==> config.mk <==
export PLATFORM = sky130hd
export DESIGN_NAME = gray_counter_arbiter
export DESIGN_NICKNAME = d
export VERILOG_FILES = /design/src/rtl/gray_counter_arbiter.sv
export SDC_FILE = /design/constraint.sdc
export NUM_CORES = 1
export LEC_CHECK = 0
export CAP_MARGIN = 30
export CORE_AREA = 3 3 84 145
export CTS_CLUSTER_SIZE = 10
export DETAILED_ROUTE_END_ITERATION = 8
export DIE_AREA = 0 0 87 148
export PLACE_DENSITY_LB_ADDON = 0.05
export SLEW_MARGIN = 20
export SYNTH_ARGS = -nofsm -noshare
export SYNTH_HDL_FRONTEND = slang
export SYNTH_SLANG_ARGS = --single-unit
==> constraint.sdc <==
create_clock -name CLK -period 2 [get_ports CLK]
set_input_delay 0.4 -clock CLK [delete_from_list [all_inputs] [get_ports CLK]]
set_output_delay 0.4 -clock CLK [all_outputs]
set_load 0.02 [all_outputs]
==> src/rtl/gray_counter_arbiter.sv <==
// Round-robin arbiter sharing one gray counter between two requesters.
// Each requester has a 2-entry command FIFO and gets its own result indication.
module gray_counter_arbiter #(
  parameter int unsigned Width = 4
) (
  input  logic             CLK,
  input  logic             nRST,
  input  logic             req0_ena,
  input  logic [1:0]       req0_op,
  input  logic [Width-1:0] req0_v,
  output logic             req0_rdy,
  input  logic             req1_ena,
  input  logic [1:0]       req1_op,
  input  logic [Width-1:0] req1_v,
  output logic             req1_rdy,
  output logic             ind0_ena,
  output logic [Width-1:0] ind0_gray,
  output logic [Width-1:0] ind0_bin,
  input  logic             ind0_rdy,
  output logic             ind1_ena,
  output logic [Width-1:0] ind1_gray,
  output logic [Width-1:0] ind1_bin,
  input  logic             ind1_rdy,
  output logic             counter_increment_ena,
  output logic             counter_decrement_ena,
  output logic             counter_write_bin_ena,
  output logic             counter_write_gray_ena,
  output logic [Width-1:0] counter_write_bin_v,
  output logic [Width-1:0] counter_write_gray_v,
  input  logic             counter_increment_rdy,
  input  logic             counter_decrement_rdy,
  input  logic             counter_write_bin_rdy,
  input  logic             counter_write_gray_rdy,
  input  logic             counter_read_gray_rdy,
  input  logic             counter_read_bin_rdy,
  input  logic [Width-1:0] counter_read_gray,
  input  logic [Width-1:0] counter_read_bin
);

  typedef enum logic [1:0] {StIdle, StIssue, StReport, StInd} state_e;

  localparam logic [1:0] OpInc    = 2'd0;
  localparam logic [1:0] OpDec    = 2'd1;
  localparam logic [1:0] OpWrBin  = 2'd2;
  localparam logic [1:0] OpWrGray = 2'd3;

  state_e state_q, state_d;
  logic   owner_q, owner_d;
  logic   prio_q, prio_d;

  logic [1:0]       op_q     [2][2];
  logic [Width-1:0] v_q      [2][2];
  logic [1:0]       cnt_q    [2];
  logic [1:0]       rd_ptr_q, wr_ptr_q;
  logic [1:0]       in_op    [2];
  logic [Width-1:0] in_v     [2];
  logic [1:0]       head_op  [2];
  logic [Width-1:0] head_v   [2];

  logic [1:0] enq, deq, elig, ind_rdy_vec;
  logic [3:0] op_rdy_vec;
  logic [1:0] issue_op;
  logic [Width-1:0] issue_v;
  logic       capture, release_ind;

  logic [1:0]       ind_ena_q;
  logic [Width-1:0] ind_gray_q [2];
  logic [Width-1:0] ind_bin_q  [2];

  assign in_op[0] = req0_op;
  assign in_op[1] = req1_op;
  assign in_v[0]  = req0_v;
  assign in_v[1]  = req1_v;

  // Space flag comes straight from the registered count; no same-cycle bypass.
  assign req0_rdy = (cnt_q[0] != 2'd2);
  assign req1_rdy = (cnt_q[1] != 2'd2);
  assign enq      = {req1_ena & req1_rdy, req0_ena & req0_rdy};

  assign op_rdy_vec  = {counter_write_gray_rdy, counter_write_bin_rdy,
                        counter_decrement_rdy, counter_increment_rdy};
  assign ind_rdy_vec = {ind1_rdy, ind0_rdy};

  always_comb begin
    for (int r = 0; r < 2; r++) begin
      head_op[r] = op_q[r][rd_ptr_q[r]];
      head_v[r]  = v_q[r][rd_ptr_q[r]];
      elig[r]    = (cnt_q[r] != 2'd0) && op_rdy_vec[head_op[r]];
    end
  end

  always_ff @(posedge CLK) begin
    if (!nRST) begin
      rd_ptr_q <= '0;
      wr_ptr_q <= '0;
      for (int r = 0; r < 2; r++) cnt_q[r] <= '0;
    end else begin
      for (int r = 0; r < 2; r++) begin
        if (enq[r]) wr_ptr_q[r] <= ~wr_ptr_q[r];
        if (deq[r]) rd_ptr_q[r] <= ~rd_ptr_q[r];
        if (enq[r] && !deq[r])      cnt_q[r] <= cnt_q[r] + 2'd1;
        else if (!enq[r] && deq[r]) cnt_q[r] <= cnt_q[r] - 2'd1;
      end
    end
  end

  always_ff @(posedge CLK) begin
    for (int r = 0; r < 2; r++) begin
      if (enq[r]) begin
        op_q[r][wr_ptr_q[r]] <= in_op[r];
        v_q[r][wr_ptr_q[r]]  <= in_v[r];
      end
    end
  end

  assign issue_op = head_op[owner_q];
  assign issue_v  = head_v[owner_q];

  always_comb begin
    state_d                = state_q;
    owner_d                = owner_q;
    prio_d                 = prio_q;
    deq                    = '0;
    capture                = 1'b0;
    release_ind            = 1'b0;
    counter_increment_ena  = 1'b0;
    counter_decrement_ena  = 1'b0;
    counter_write_bin_ena  = 1'b0;
    counter_write_gray_ena = 1'b0;
    counter_write_bin_v    = '0;
    counter_write_gray_v   = '0;
    unique case (state_q)
      StIdle: begin
        if (elig != 2'b00) begin
          owner_d = (elig == 2'b11) ? prio_q : elig[1];
          prio_d  = ~owner_d;
          state_d = StIssue;
        end
      end
      StIssue: begin
        // Guard may have dropped since the grant; hold until it returns.
        if (op_rdy_vec[issue_op]) begin
          deq[owner_q] = 1'b1;
          state_d      = StReport;
          unique case (issue_op)
            OpInc:    counter_increment_ena = 1'b1;
            OpDec:    counter_decrement_ena = 1'b1;
            OpWrBin: begin
              counter_write_bin_ena = 1'b1;
              counter_write_bin_v   = issue_v;
            end
            OpWrGray: begin
              counter_write_gray_ena = 1'b1;
              counter_write_gray_v   = issue_v;
            end
          endcase
        end
      end
      StReport: begin
        if (counter_read_gray_rdy && counter_read_bin_rdy) begin
          capture = 1'b1;
          state_d = StInd;
        end
      end
      StInd: begin
        if (ind_rdy_vec[owner_q]) begin
          release_ind = 1'b1;
          state_d     = StIdle;
        end
      end
      default: state_d = StIdle;
    endcase
  end

  always_ff @(posedge CLK) begin
    if (!nRST) begin
      state_q   <= StIdle;
      owner_q   <= 1'b0;
      prio_q    <= 1'b0;
      ind_ena_q <= '0;
      for (int r = 0; r < 2; r++) begin
        ind_gray_q[r] <= '0;
        ind_bin_q[r]  <= '0;
      end
    end else begin
      state_q <= state_d;
      owner_q <= owner_d;
      prio_q  <= prio_d;
      if (capture) begin
        ind_ena_q[owner_q]  <= 1'b1;
        ind_gray_q[owner_q] <= counter_read_gray;
        ind_bin_q[owner_q]  <= counter_read_bin;
      end
      if (release_ind) ind_ena_q[owner_q] <= 1'b0;
    end
  end

  assign ind0_ena  = ind_ena_q[0];
  assign ind1_ena  = ind_ena_q[1];
  assign ind0_gray = ind_gray_q[0];
  assign ind0_bin  = ind_bin_q[0];
  assign ind1_gray = ind_gray_q[1];
  assign ind1_bin  = ind_bin_q[1];

endmodule

==> run notes, run 1 <==
Results of the full flow below.

Clock network:
- The run puts the buffers inserted during post-CTS setup optimization at 16.
- Looking at the clock tree report, the root buffer type is sky130_fd_sc_hd__clkbuf_16.
- The run puts the clock-pin slew of the registers on the worst-case setup and hold paths at 70 ps.

Global routing:
- The run gives the number of global-route vias before repair as 2134.
- Entering global routing, the biggest net connects 18 pins.

Critical path:
- The worst setup path is captured at an output port.
- The run puts the arrival time at the worst endpoint at 2100 ps.
- The run gives the endpoint of the worst-slack reg-to-reg timing path as rd_ptr_q[0].

Layout:
- The final layout report lists a non-clock buffer count of 120.
- The layout has 1091 filler cells.

Outcome:
- The final reports fail on setup timing.
- The run finished, with violations left.

Power:
- The run puts the total power density per cell area at 1123 nW/um2.

STA:
- Per the finish-stage timing summary, setup violations number 26.
- The run gives the worst-case setup margin in the final layout as -498.3 ps.

Job:
- The run gives the number of max-cap violations as 0.
- The run puts the warning total across the stage logs at 34.

Logic synthesis:
- The run gives the instance count of the mapped netlist as 220.
- The run puts the total cells reported by yosys after synthesis at 220.
- The run puts the number of unique standard cell types used by synthesis at 44.

Drt:
- The run gives the average vias per placed instance as 4.339.

Placement:
- The run gives the final RePlAce weighted congestion as 0.7705.
run 1: routing by layer:
metal / GRT usage (%) / vias to the layer above
met3: 2.454 / 6
met1: 12.92 / 967
met5: 0 / -
met4: 4.446 / 0
li1: - / 1026
met2: 22.68 / 49
run 1: cell usage after synthesis (all sizes together) (4+ instances only):
cell type / number
mux2: 5
xnor2: 4
a21oi: 8
clkbuf: 4
and2: 18
a211oi: 4
nand3: 5
nand2: 16
o21ai: 7
mux2i: 14
edfxtp: 44
inv: 10
nand2b: 5
nor2: 25
dfxtp: 10
ha: 7
run 1: logic make-up after synthesis:
logic type | count (synthesis)
AND-OR/OR-AND | 28
XOR/XNOR | 7
adder cells (fa/ha/maj) | 7
buffers and inverters | 19
flip-flops | 54
multiplexers | 21
AND/OR/NAND/NOR | 84
Fig. 1: run 1, met1 routing
(4 px per um) Supply wires on this layer in gray.
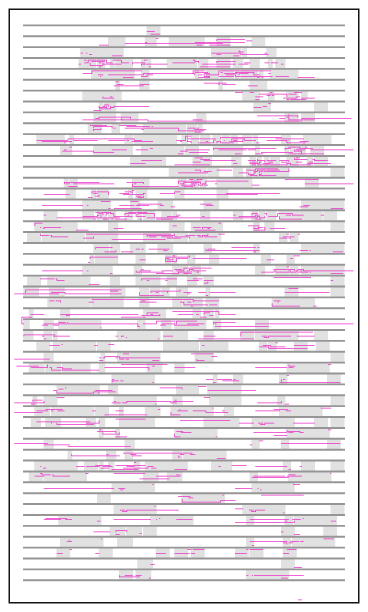
main direction = horizontal
share of all routed wire = 37%
longest straight run = 38.4 um
nets with wire on the layer = 330
wire length on this layer = 2730 um
global routing usage on met1: 12.92%
detailed-route via count: 2048
wire length after detailed routing: 7355 um

Fig. 2: run 1, track usage over the die
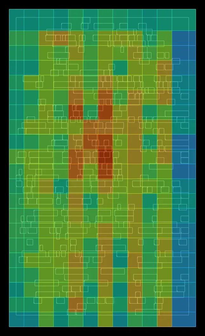
Avg WL per Cell: 15.58 um
met2 capacity usage during global routing: 22.68%
All-Layer GR Usage: 12.11%
met3 track demand over resource in global routing: 2.454%
post-route core utilization: 38.36%

Fig. 3: run 1, metal 3
(3 px per um)
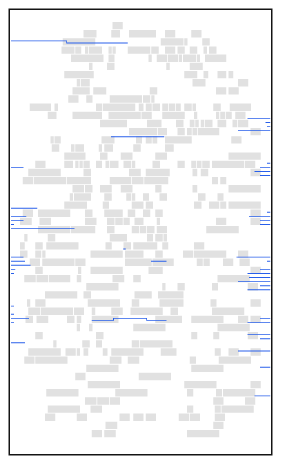
wire length on this layer = 294 um
longest straight run = 20.9 um
nets with wire on the layer = 45

Fig. 4: run 1, sequential cells grouped by signal name
(4 px per um) Other sequential cells in the stronger gray, the rest of the logic in the fainter gray.
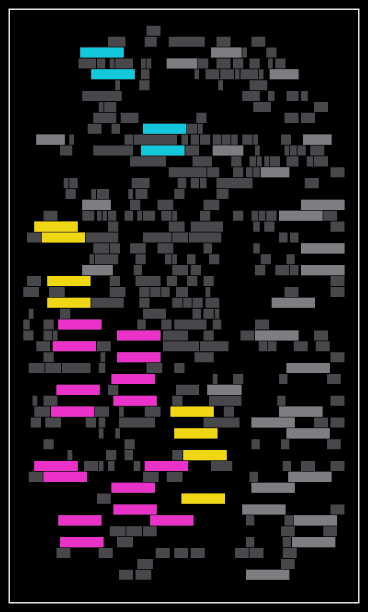
magenta -> v_q  # flops 16
cyan -> cnt_q  # flops 4
yellow -> op_q  # flops 8
power dissipated in sequential cells: 0.00158 W
Reg area: 1530 um2
fraction of area in registers: 35.72%

## Run 2: what changed since run 1
--- a/config.mk
+++ b/config.mk
@@ -6,10 +6,10 @@
 export NUM_CORES = 1
 export LEC_CHECK = 0
 export CAP_MARGIN = 30
-export CORE_AREA = 3 3 84 145
+export CORE_AREA = 2 2 83 144
 export CTS_CLUSTER_SIZE = 10
 export DETAILED_ROUTE_END_ITERATION = 8
-export DIE_AREA = 0 0 87 148
+export DIE_AREA = 0 0 85 146
 export PLACE_DENSITY_LB_ADDON = 0.05
 export SLEW_MARGIN = 20
 export SYNTH_ARGS = -nofsm -noshare
Fig. 5: run 2, sequential cells grouped by signal name
(4 px per um) Other sequential cells in the stronger gray, the rest of the logic in the fainter gray.
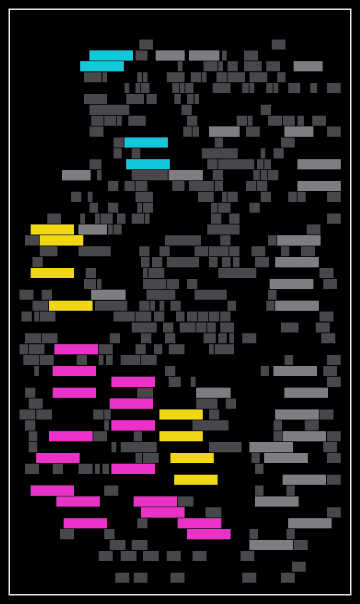
cyan -> cnt_q  # flops 4
magenta -> v_q  # flops 16
yellow -> op_q  # flops 8

==> run 2 against run 1 <==
The flow still finishes with violations (setup timing). Area after synthesis stayed put. Clock-buffer cell count is the same. Non-clock buffer count down 4. Highest routed layer unchanged.
==> run notes, run 2 <==
Results of the full flow below.

Outcome:
- The run finished, with violations left.
- The final reports fail on setup timing.

Clock network:
- The buffers inserted during post-CTS setup optimization is 9 (-7).
- The tree is rooted in a sky130_fd_sc_hd__clkbuf_16.
- The run gives the clock-pin slew of the registers on the worst-case setup and hold paths as 70 ps (about the same).
- The clock H-tree reported by CTS has 2 levels.

STA:
- Setup repair after global routing could not meet its margin everywhere.
- In the final report, the number of pins over their slew limit comes to 0.
- The run puts the number of setup violations in the final report at 23 (-12%).
- Clock skew on the completed layout was measured at 2.979 ps.
- The run gives the pin slew with the least headroom to its limit as 381.9 ps.
- The run gives the worst-case setup margin in the final layout as -350.1 ps (+148.1 ps).

Drt:
- The run gives the first-pass detailed-route iteration total as 4.
- The run puts the average vias per placed instance at 4.408 (+1.6%).
- In this run the remaining antenna-violating nets after routing total 0.
- The run gives the final routed wire length divided by cell count as 15.14 um (-2.8%).

Layout:
- The core utilization of the finished layout is 37.65% (-0.72 points).
- The run gives the share of the final layout cell area in sequential cells as 36.52% (+0.80 points).
- The run puts the number of flip-flops under the largest register name at 16.
- The run gives the number of antenna diodes as 0.
- Clock cells make up 3.690% of the layout cell area.
- The run gives the total area of sequential cells as 1535 um2 (+0.33%).
- The run gives the count of filler cells inserted in the layout as 1118 (+2.5%).
- The run gives the total of plain and repair buffers excluding clock buffers as 116 (-3.3%).

Min path:
- The run gives the number of stages on the worst hold path as 1.

Critical path:
- STA classifies the critical path endpoint as an output port.
- The arrival time at the worst endpoint was 1950 ps (-150 ps).
- The endpoint identified for the worst register-to-register timing path is cnt_q[0][1].

Logic synthesis:
- The run gives the number of unique standard cell types used by synthesis as 44 (unchanged).
- The total cells reported by yosys after synthesis was 220 (unchanged).
- Counting instances in the post-synthesis netlist gives the leading cell types as sky130_fd_sc_hd__edfxtp_1, sky130_fd_sc_hd__nor2_1, sky130_fd_sc_hd__and2_1.
- sky130_fd_sc_hd__edfxtp_1 is the most common cell in the netlist.

Placement:
- The final RePlAce weighted congestion was 0.7422 (-3.7%).
- The run puts the sum of net half-perimeters after detailed placement at 5605 um.

Global routing:
- The run gives the highest-utilization routing layer at the global route stage as met2.
- The run puts the number of global-route vias before repair at 2103 (-1.5%).
- The run gives the total track usage as 11.90% (-0.21 points).
- The run puts the maximum number of pins on one net before global-route repair at 18 (unchanged).

Power:
- The total power density per cell area was 1110 nW/um2 (-1.1%).
- The power attributed to sequential cells came to 0.00157 W (about the same).

Job:
- The run puts the number of max-cap violations at 0 (unchanged).
Fig. 6: run 2, metal 3
(3 px per um)
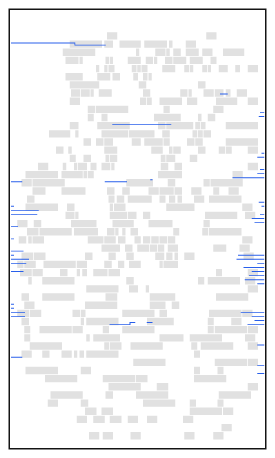
longest straight run = 21.2 um
share of all routed wire = 3.2%
nets with wire on the layer = 46
main direction = horizontal
met3 track demand over resource in global routing: 1.929%
wire length after detailed routing: 7086 um
detailed-route via count: 2063

## run 2: worst max-delay path, cell delays in order, from the launching register on
cell and delay [ps]:
sky130_fd_sc_hd__dfxtp_2 320, sky130_fd_sc_hd__inv_2 70, sky130_fd_sc_hd__ha_4 130, sky130_fd_sc_hd__inv_2 30, sky130_fd_sc_hd__or4b_4 520, sky130_fd_sc_hd__o2111ai_4 110, sky130_fd_sc_hd__nand3_4 120, sky130_fd_sc_hd__buf_6 160
sky130_fd_sc_hd__nor2_4 70, sky130_fd_sc_hd__buf_6 120
## run 2: cell families after synthesis
logic type,after synthesis,synth area share [%]
AND/OR/NAND/NOR,84,15.53
flip-flops,54,55.55
AND-OR/OR-AND,28,8.178
multiplexers,21,10.00
buffers and inverters,19,5.025
XOR/XNOR,7,2.513
adder cells (fa/ha/maj),7,3.198
Power is estimated from default activity; no workload was simulated.
